===== src/rtl/seq_scan_pkg.sv =====
// Shared types and reset constants for the serial pattern-scan controller.
package seq_scan_pkg;

  typedef enum logic [1:0] {
    IDLE  = 2'd0,
    SHIFT = 2'd1,
    DONE  = 2'd2
  } state_t;

  localparam logic [7:0] RST_PATTERN = 8'b0000_1011;
  localparam int         RST_LEN     = 4;

endpackage


===== src/rtl/seq_shift_matcher.sv =====
// Serial history register with fill counter and a length-masked pattern compare.
module seq_shift_matcher #(
  parameter int PAT_MAX = 8,
  parameter int LEN_W   = $clog2(PAT_MAX + 1)
) (
  input  logic               clk,
  input  logic               rst,
  input  logic               bit_in,
  input  logic               shift_en,
  input  logic               clear,
  input  logic [PAT_MAX-1:0] pattern,
  input  logic [LEN_W-1:0]   len,
  output logic               match
);
  import seq_scan_pkg::*;

  logic [PAT_MAX-1:0] history_reg;
  logic [PAT_MAX-1:0] history_next;
  logic [LEN_W-1:0]   hist_cnt_reg;
  logic [LEN_W-1:0]   hist_cnt_next;
  logic [PAT_MAX-1:0] len_mask;

  // Only the low len bits take part in the compare.
  genvar gi;
  generate
    for (gi = 0; gi < PAT_MAX; gi++) begin : g_mask
      assign len_mask[gi] = (len > LEN_W'(gi));
    end
  endgenerate

  assign history_next  = {history_reg[PAT_MAX-2:0], bit_in};
  assign hist_cnt_next = (hist_cnt_reg == LEN_W'(PAT_MAX)) ? hist_cnt_reg
                                                           : hist_cnt_reg + LEN_W'(1);

  assign match = shift_en && (len != '0) && (hist_cnt_next >= len) &&
                 ((history_next & len_mask) == (pattern & len_mask));

  always_ff @(posedge clk or posedge rst) begin
    if (rst) begin
      history_reg  <= '0;
      hist_cnt_reg <= '0;
    end else if (clear) begin
      history_reg  <= '0;
      hist_cnt_reg <= '0;
    end else if (shift_en) begin
      history_reg  <= history_next;
      hist_cnt_reg <= hist_cnt_next;
    end
  end

endmodule


===== src/rtl/seq_scan_ctrl.sv =====
// Word-to-serial scan controller feeding a programmable pattern detector with a saturating hit count.
// Optional sticky threshold interrupt (irq_thresh/irq) is built when SEQ_IRQ_EN is defined.
module seq_scan_ctrl #(
  parameter int WORD_W  = 8,
  parameter int PAT_MAX = 8,
  parameter int CNT_W   = 8,
  localparam int LEN_W  = $clog2(PAT_MAX + 1),
  localparam int BIT_W  = $clog2(WORD_W)
) (
  input  logic               clk,
  input  logic               rst,
  input  logic               cfg_load,
  input  logic [PAT_MAX-1:0] cfg_pattern,
  input  logic [LEN_W-1:0]   cfg_len,
  input  logic               clear,
  input  logic               in_valid,
  output logic               in_ready,
  input  logic [WORD_W-1:0]  in_data,
  output logic               busy,
  output logic               match_pulse,
  output logic [CNT_W-1:0]   match_count,
  output logic               word_done
`ifdef SEQ_IRQ_EN
  ,
  input  logic [CNT_W-1:0]   irq_thresh,
  output logic               irq
`endif
);
  import seq_scan_pkg::*;

  state_t             state_reg, state_next;
  logic [WORD_W-1:0]  shreg_reg;
  logic [BIT_W-1:0]   bit_idx_reg;
  logic [PAT_MAX-1:0] pattern_reg;
  logic [LEN_W-1:0]   len_reg;
  logic [LEN_W-1:0]   len_clamped;
  logic [CNT_W-1:0]   count_reg, count_next;
  logic               pulse_reg;
  logic               accept;
  logic               shift_en;
  logic               match;
  logic               hit;

  always_ff @(posedge clk or posedge rst) begin
    if (rst) state_reg <= IDLE;
    else     state_reg <= state_next;
  end

  // A clear in IDLE drops ready so a word is never half-accepted.
  always_comb begin
    state_next = state_reg;
    in_ready   = 1'b0;
    busy       = 1'b0;
    word_done  = 1'b0;
    accept     = 1'b0;
    case (state_reg)
      IDLE: begin
        in_ready = !clear;
        if (in_valid && !clear) begin
          accept     = 1'b1;
          state_next = SHIFT;
        end
      end
      SHIFT: begin
        busy = 1'b1;
        if (bit_idx_reg == BIT_W'(WORD_W - 1)) state_next = DONE;
      end
      DONE: begin
        busy       = 1'b1;
        word_done  = 1'b1;
        state_next = IDLE;
      end
      default: state_next = IDLE;
    endcase
  end

  assign shift_en    = (state_reg == SHIFT);
  assign len_clamped = (cfg_len > LEN_W'(PAT_MAX)) ? LEN_W'(PAT_MAX) : cfg_len;

  always_ff @(posedge clk or posedge rst) begin
    if (rst) begin
      shreg_reg   <= '0;
      bit_idx_reg <= '0;
      pattern_reg <= PAT_MAX'(RST_PATTERN);
      len_reg     <= LEN_W'(RST_LEN);
    end else begin
      if (accept) begin
        shreg_reg   <= in_data;
        bit_idx_reg <= '0;
      end else if (shift_en) begin
        shreg_reg   <= shreg_reg << 1;
        bit_idx_reg <= bit_idx_reg + BIT_W'(1);
      end
      if (cfg_load && state_reg == IDLE) begin
        pattern_reg <= cfg_pattern;
        len_reg     <= len_clamped;
      end
    end
  end

  seq_shift_matcher #(
    .PAT_MAX (PAT_MAX),
    .LEN_W   (LEN_W)
  ) u_matcher (
    .clk      (clk),
    .rst      (rst),
    .bit_in   (shreg_reg[WORD_W-1]),
    .shift_en (shift_en),
    .clear    (clear),
    .pattern  (pattern_reg),
    .len      (len_reg),
    .match    (match)
  );

  // A match coinciding with clear is discarded along with the history.
  assign hit = match && !clear;

  always_comb begin
    count_next = count_reg;
    if (clear)                          count_next = '0;
    else if (hit && count_reg != '1)    count_next = count_reg + CNT_W'(1);
  end

  always_ff @(posedge clk or posedge rst) begin
    if (rst) begin
      count_reg <= '0;
      pulse_reg <= 1'b0;
    end else begin
      count_reg <= count_next;
      pulse_reg <= hit;
    end
  end

  assign match_count = count_reg;
  assign match_pulse = pulse_reg;

`ifdef SEQ_IRQ_EN
  logic irq_reg;

  always_ff @(posedge clk or posedge rst) begin
    if (rst)        irq_reg <= 1'b0;
    else if (clear) irq_reg <= 1'b0;
    else if (irq_thresh != '0 && count_next >= irq_thresh) irq_reg <= 1'b1;
  end

  assign irq = irq_reg;
`endif

endmodule


===== config.mk =====
export PLATFORM = sky130hd
export DESIGN_NAME = seq_scan_ctrl
export DESIGN_NICKNAME = d
export VERILOG_FILES = /design/src/rtl/seq_scan_pkg.sv /design/src/rtl/seq_shift_matcher.sv /design/src/rtl/seq_scan_ctrl.sv
export SDC_FILE = /design/constraint.sdc
export NUM_CORES = 1
export LEC_CHECK = 0
export ABC_AREA = 1
export CAP_MARGIN = 20
export CORE_ASPECT_RATIO = 0.6
export CORE_MARGIN = 2
export CORE_UTILIZATION = 45
export DETAILED_ROUTE_END_ITERATION = 8
export GPL_TIMING_DRIVEN = 0
export PLACE_DENSITY = 0.68
export SLEW_MARGIN = 20
export SYNTH_ARGS = -nofsm -noshare
export SYNTH_HDL_FRONTEND = slang
export SYNTH_SLANG_ARGS = --single-unit

===== constraint.sdc =====
create_clock -name clk -period 3.81 [get_ports clk]
set_input_delay 0.762 -clock clk [delete_from_list [all_inputs] [get_ports clk]]
set_output_delay 0.762 -clock clk [all_outputs]
set_load 0.01 [all_outputs]

==> impl_metrics.py, run 1 <==
# Generated from Yosys and OpenROAD reports
metrics = {
    "status": {
        "status": "finished clean",
    },
    "worst_setup_path": {
        "cp_max_fo": 5,
        "endpoint_kind": "output pin",
        "cp.required_ps": 3050,
    },
    "drt": {
        "dr.pass1.iters": 4,
        "wire_per_inst_um": 12.7,
        "drt_iter0_markers": 93,
    },
    "synth": {
        "ys_sh_simple": 0.286,
        "ys_sh_aoi": 0.0844,
        "ys.warnings.count": 0,
        "netlist_instances": 308,
    },
    "timing": {
        "max_freq_ghz": 0.360,
        "setup_viol": 0,
        "rsz0062_at_grt": "false",
        "setup_tns_ps": 0,
        "whs_ps": 510,
    },
    "placement": {
        "port-buffer-count": 36,
        "gp_congestion": 0.840,
        "pre_cts_slack_ps": 1030,
        "placed_cells": 411,
    },
    "grt": {
        "grt_overflow": 0,
        "grt_pass1_vias": 1875,
    },
    "clocking": {
        "clockRootBuffer": "clkbuf_8",
    },
    "finish": {
        "final_nets": 389,
        "insertedDiodeCount": 0,
        "seq_area_um2": 1130,
        "area_delta_synth_final_pct": 22.2,
        "utilization": 0.583,
    },
    "floorplanning": {
        "coreArea_um2": 5150,
        "initCoreUtil": 0.477,
    },
    "pwr": {
        "p_int_w": 0.00104,
        "p_per_area_nw_per_um2": 585,
        "swShare": 0.411,
        "power_w": 0.00176,
        "clk-power_w": 0.000285,
        "power.switching_w": 0.000723,
    },
    "flow_run": {
        "maxCapViolCount": 0,
    },
}
==> run 1: final cells by class <==
| class | count | share of cell area |
|---|---|---|
| Sequential cell | 45 | 0.376 |
| Multi-Input combinational cell | 211 | 0.376 |
| Timing Repair Buffer | 37 | 0.127 |
| Inverter | 46 | 0.0575 |
| Tap cell | 66 | 0.0275 |
| Clock buffer | 6 | 0.0241 |
| Buffer | 6 | 0.00833 |
| Clock inverter | 2 | 0.00333 |
==> run 1: worst paths after layout <==
check	slack [ps]	to	cells past startpoint	from
worst max register to register	1710	match_count[6]	15	u_matcher.hist_cnt_reg[0]
min in group asynchronous	700	u_matcher.history_reg[6]	2	rst
worst min-delay path	510	shreg_reg[0]	2	shreg_reg[0]
worst min register to register	510	shreg_reg[0]	2	shreg_reg[0]
worst max-delay path	1030	in_ready	3	clear
max in group asynchronous	2580	pattern_reg[0]	3	rst
==> run 1: Yosys cell counts, drive strengths merged <==
cell type | number | area [um2]
a21oi | 4 | 23.8
a31oi | 7 | 43.8
buf | 2 | 10.0
clkbuf | 4 | 15.0
dfrtp | 41 | 1030
dfstp | 4 | 105
ha | 12 | 150
inv | 46 | 173
nand2 | 87 | 337
nand3 | 37 | 200
nand3b | 3 | 22.5
nand4 | 3 | 18.8
nor2 | 25 | 125
o211ai | 1 | 7.51
o21ai | 14 | 70.1
o22ai | 10 | 62.6
xnor2 | 1 | 8.76
xor2 | 7 | 61.3
==> run 1: layer usage <==
layer,vias to the layer above,share of wire
met5,-,0
met1,936,0.54
met4,0,0.0066
met3,4,0.044
li1,1079,-
met2,32,0.41
==> run 1: worst max-delay path: stages <==
cell and delay, ps:
clkdlybuf4s50_1 440, nor2_2 230, clkdlybuf4s50_1 580
Fig. 1: run 1, signal wires on met1
Supply wires on this layer in gray.
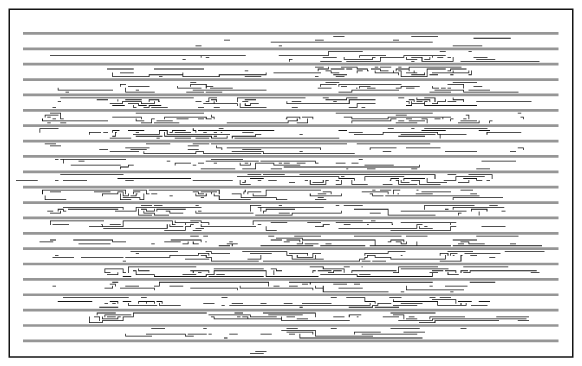
wire length on this layer: 2,890 um
nets with wire on the layer: 344
longest straight run: 34.5 um
share of all routed wire: 54%

Fig. 2: run 1, metal 2
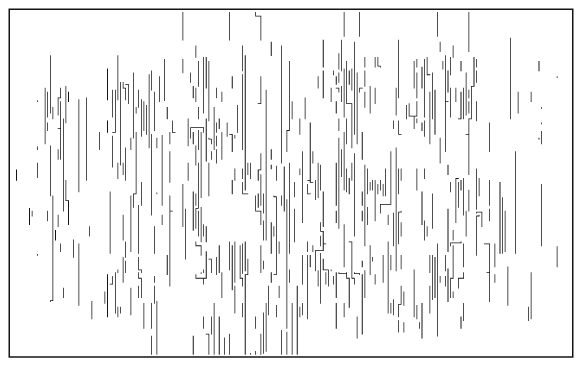
nets with wire on the layer: 286
share of all routed wire: 41%
longest straight run: 26.5 um
grt met2 use: 0.270
vias: 2,051
Post-Route WL: 5310 um

Fig. 3: run 1, metal 3
The bar under the picture is 20 um long. Cells faint in the background.
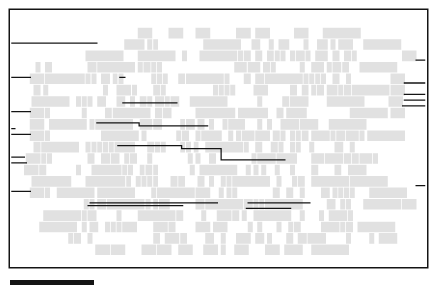
share of all routed wire: 4.4%
main direction: horizontal
longest straight run: 30.4 um
wire length on this layer: 231 um
grt met3 use: 0.0409

Fig. 4: run 1, the clock network
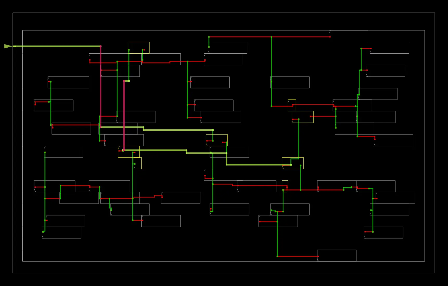
Worst-Skew Late Latency: 300 ps
Clock buffer cells: 6
clock skew: 9.91 ps
CTS buffer count: 5
clk sinks: 45

==> run 1 -> run 2 <==
- clock period: 3.81 -> 2.65 ns (I/O delays scaled with it)
Fig. 5: run 2, the clock network
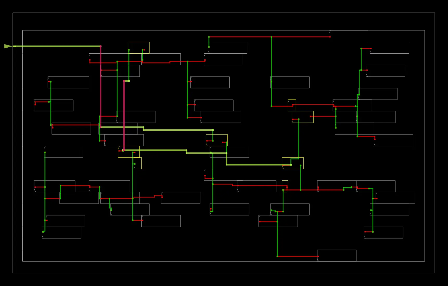
seq_cells: 45
P_clk: 0.000410 W

==> impl_metrics.py, run 2 <==
# Generated from Yosys and OpenROAD reports
metrics = {
    "status": {
        "status": "finished clean",
    },
    "timing": {
        "setup_tns_ps": 0,
        "setup_viol": 0,
        "max_freq_ghz": 0.417,
        "rsz0062_at_grt": "false",
        "clock_skew_ps": 9.91,
    },
    "worst_setup_path": {
        "path_delay_family": "buffers and inverters",
        "r2r_cells": 15,
        "endpoint_kind": "output pin",
        "worst-path-buf-inv": 3,
        "r2r_end": "match_count[6]",
    },
    "clocking": {
        "cts_made_buffers": 5,
        "cts.sinks": 45,
        "clock_latency_ps": 300,
    },
    "synth": {
        "top_cell_area_share": 0.417,
        "top_area_cell": "dfrtp_1",
        "top_cell": "nand2_1",
        "topCellsByArea": "dfrtp_1 42%, nand2_1 13%, nand3_1 6.9%, inv_1 6.4%, ha_1 6.1%",
        "ys.warnings.count": 0,
        "netlist_instances": 308,
    },
    "floorplanning": {
        "initCoreUtil": 0.477,
    },
    "drt": {
        "drt_wl_total_um": 5310,
        "dr.pass1.iters": 4,
        "vias": 2051,
        "wire_per_inst_um": 12.7,
    },
    "grt": {
        "grt_overflow": 0,
    },
    "placement": {
        "port-buffer-count": 36,
    },
    "pwr": {
        "p_int_w": 0.00149,
    },
    "finish": {
        "final_nets": 389,
    },
}
Fig. 6: run 2, selected gate families
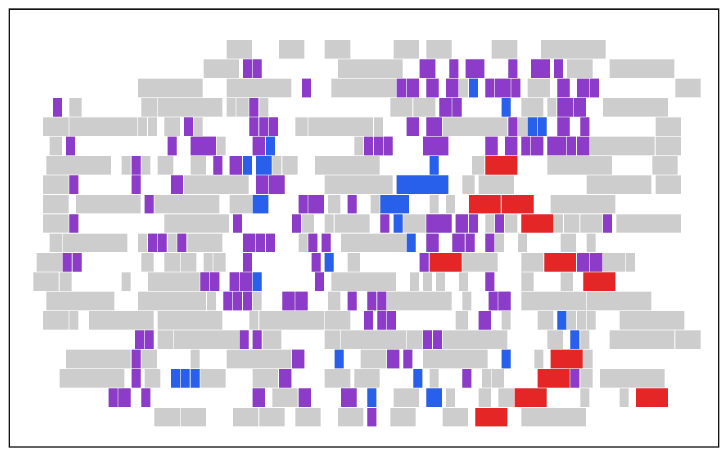
| family | color | cells |
|---|---|---|
| nand cells | purple | 130 |
| fa/ha/maj cells | red | 12 |
| nor cells | blue | 25 |

-- run 2: cell counts after synthesis --
No cell type changed its count.
-- run 2: area by class of cell --
type,count,area [um2]
clock buffer,6,72.6
tap,66,82.6
sequential,45,1130
inverter,46,173
buffer,6,25.0
timing repair buffer,37,380
clock inverter,2,10.0
multi-input combinational,211,1130
fill,488,2150
-- run 2: routing by layer --
metal	global-route usage	wire, um	up-vias	share of wire
met3	0.0409	231	4	0.044
li1	-	-	1079	-
met4	0.0470	35	0	0.0066
met2	0.270	2150	32	0.41
met1	0.298	2890	936	0.54
met5	0	0	-	0
-- run 2: per-stage QoR --
| stage | util | hold slack (ps) | setup slack [ps] | cells | power (W) |
|---|---|---|---|---|---|
| 2_1_floorplan | - | 468 | 757 | 308 | 0.00181 |
| 3_3_place_gp | 0.563 | 490 | 142 | 410 | 0.00209 |
| 3_5_place_dp | 0.567 | 491 | 334 | 411 | 0.00213 |
| 4_1_cts | 0.583 | 480 | 263 | 419 | 0.00254 |
| 5_1_grt | 0.583 | 487 | 91.8 | 419 | 0.00277 |
| 6_report | 0.583 | 473 | 250 | 419 | 0.00253 |
-- run 2: how the worst max path moves through the flow --
stage,start,to,slack (ps),cells past startpoint
finish,state_reg[0],in_ready,250,5
global route,state_reg[0],in_ready,90,5
CTS,state_reg[0],in_ready,260,5
detailed placement,clear,in_ready,330,3
global placement,rst,match_count[3],140,2
floorplan,u_matcher.hist_cnt_reg[0],match_count[3],760,15
-- run 2: kinds of logic (layout without fill, tap and decap cells) --
logic type / Yosys count / count (layout) / synth area share
AOI/OAI and AO/OA: 36 / 36 / 0.0844
xor gates and xnor gates: 8 / 8 / 0.0285
adders and majority gates: 12 / 12 / 0.0610
buffers and inverters: 52 / 97 / 0.0804
DFF: 45 / 45 / 0.460
and+or+nand+nor: 155 / 155 / 0.286
==> run 2 -> run 3 <==
- CORE_MARGIN: 2 -> unset
Fig. 7: run 3, metal 3
The bar under the picture is 20 um long. Cells faint in the background.
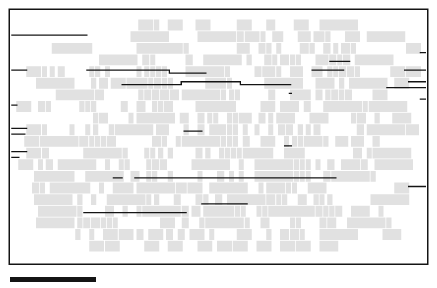
vias: 2,107
Post-Route WL: 5370 um
grt met3 use: 0.0519

==> impl_metrics.py, run 3 <==
# Generated from Yosys and OpenROAD reports
metrics = {
    "worst_setup_path": {
        "r2r_end": "match_count[5]",
        "critPathCapture": "in_ready",
        "startpoint": "state_reg[0]",
        "r2r_cells": 15,
        "critPathSlowestCell": "clkdlybuf4s50_1",
        "endpoint_kind": "output pin",
        "cp-start-kind": "flop",
        "slowest_delay_ps": 590,
    },
    "synth": {
        "topCellsByArea": "dfrtp_1 42%, nand2_1 13%, nand3_1 6.9%, inv_1 6.4%, ha_1 6.1%",
        "top_area_cell": "dfrtp_1",
        "top_cell": "nand2_1",
        "fp_nets": 345,
        "ys.warnings.count": 0,
        "netlist_instances": 308,
        "ys.flops": 45,
    },
    "drt": {
        "wire_per_inst_um": 12.8,
    },
    "pwr": {
        "p_int_w": 0.00169,
        "power_w": 0.00275,
    },
    "finish": {
        "final_nets": 389,
        "utilization": 0.594,
        "n_fill_cell": 483,
        "seq_area_um2": 1130,
        "logic_area_um2": 1130,
    },
    "placement": {
        "port-buffer-count": 36,
    },
    "clocking": {
        "cts_made_buffers": 5,
        "cts.clk_slew.worst_paths_ps": 90,
        "clock_latency_ps": 300,
    },
    "floorplanning": {
        "initCoreUtil": 0.477,
        "die_h_um": 59.3,
    },
    "timing": {
        "rsz0062_at_grt": "false",
        "max_freq_ghz": 0.414,
        "setup_tns_ps": 0,
    },
    "min_path": {
        "hold_end": "shreg_reg[0]",
    },
    "status": {
        "status": "finished clean",
    },
}
Fig. 8: run 3, selected gate families
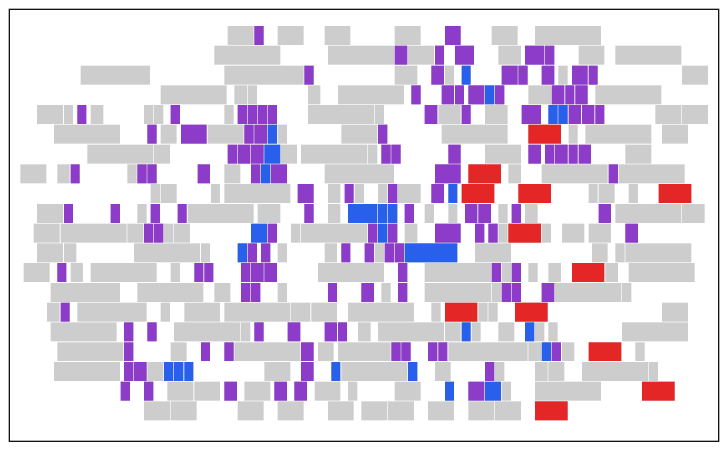
| family | color | cells |
|---|---|---|
| nand cells | purple | 130 |
| nor cells | blue | 25 |
| fa/ha/maj cells | red | 12 |

## run 3: cell counts after synthesis
Identical to the previous run, type by type.
## run 3: layout make-up
type                    count  area share
plain buffers               6     0.00818
clock buffers               5      0.0225
clock inverters             3      0.0225
inverters                  46      0.0564
multi-input cells         211       0.370
flip-flops and latches     45       0.370
well taps                  66      0.0270
repair buffers             37       0.124
## run 3: logic make-up after synthesis
logic type                 Yosys count  synth area share
adders and majority gates           12            0.0610
and+or+nand+nor                    155             0.286
AOI/OAI and AO/OA                   36            0.0844
DFF                                 45             0.460
xor gates and xnor gates             8            0.0285
buffers and inverters               52            0.0804
## run 3: metrics by stage
step	std cells	hold WS (ps)	setup slack, ps
after floorplan	308	468	757
after global placement	410	491	161
after detailed placement	411	493	315
after CTS	419	514	232
after global routing	419	535	74.3
final	419	515	236
## run 3: worst max-delay path, delay by kind of cell (launching register included)
family / cells / cell delay, ps
and+or+nand+nor: 1 / 210
adders and majority gates: 1 / 230
buffers and inverters: 3 / 760
DFF: 1 / 390
## run 3: routing by layer
| layer | global-route usage | wire (um) | vias to the layer above |
|---|---|---|---|
| met5 | 0 | 0 | - |
| met4 | 0.0504 | 42 | 0 |
| met3 | 0.0519 | 228 | 6 |
| met2 | 0.299 | 2200 | 34 |
| met1 | 0.319 | 2900 | 988 |
| li1 | - | - | 1079 |
## run 3: power by group through the flow
stage | sequential (W) | clock [W] | combinational, W
after floorplan | 0.00101 | 0 | 0.000801
after global placement | 0.00104 | 0 | 0.00106
after detailed placement | 0.00104 | 0 | 0.00109
after CTS | 0.00103 | 0.000637 | 0.00110
after global routing | 0.00105 | 0.000670 | 0.00125
final | 0.00103 | 0.000630 | 0.00109
Power figures rest on the tool's default switching activity, not on a simulated workload.
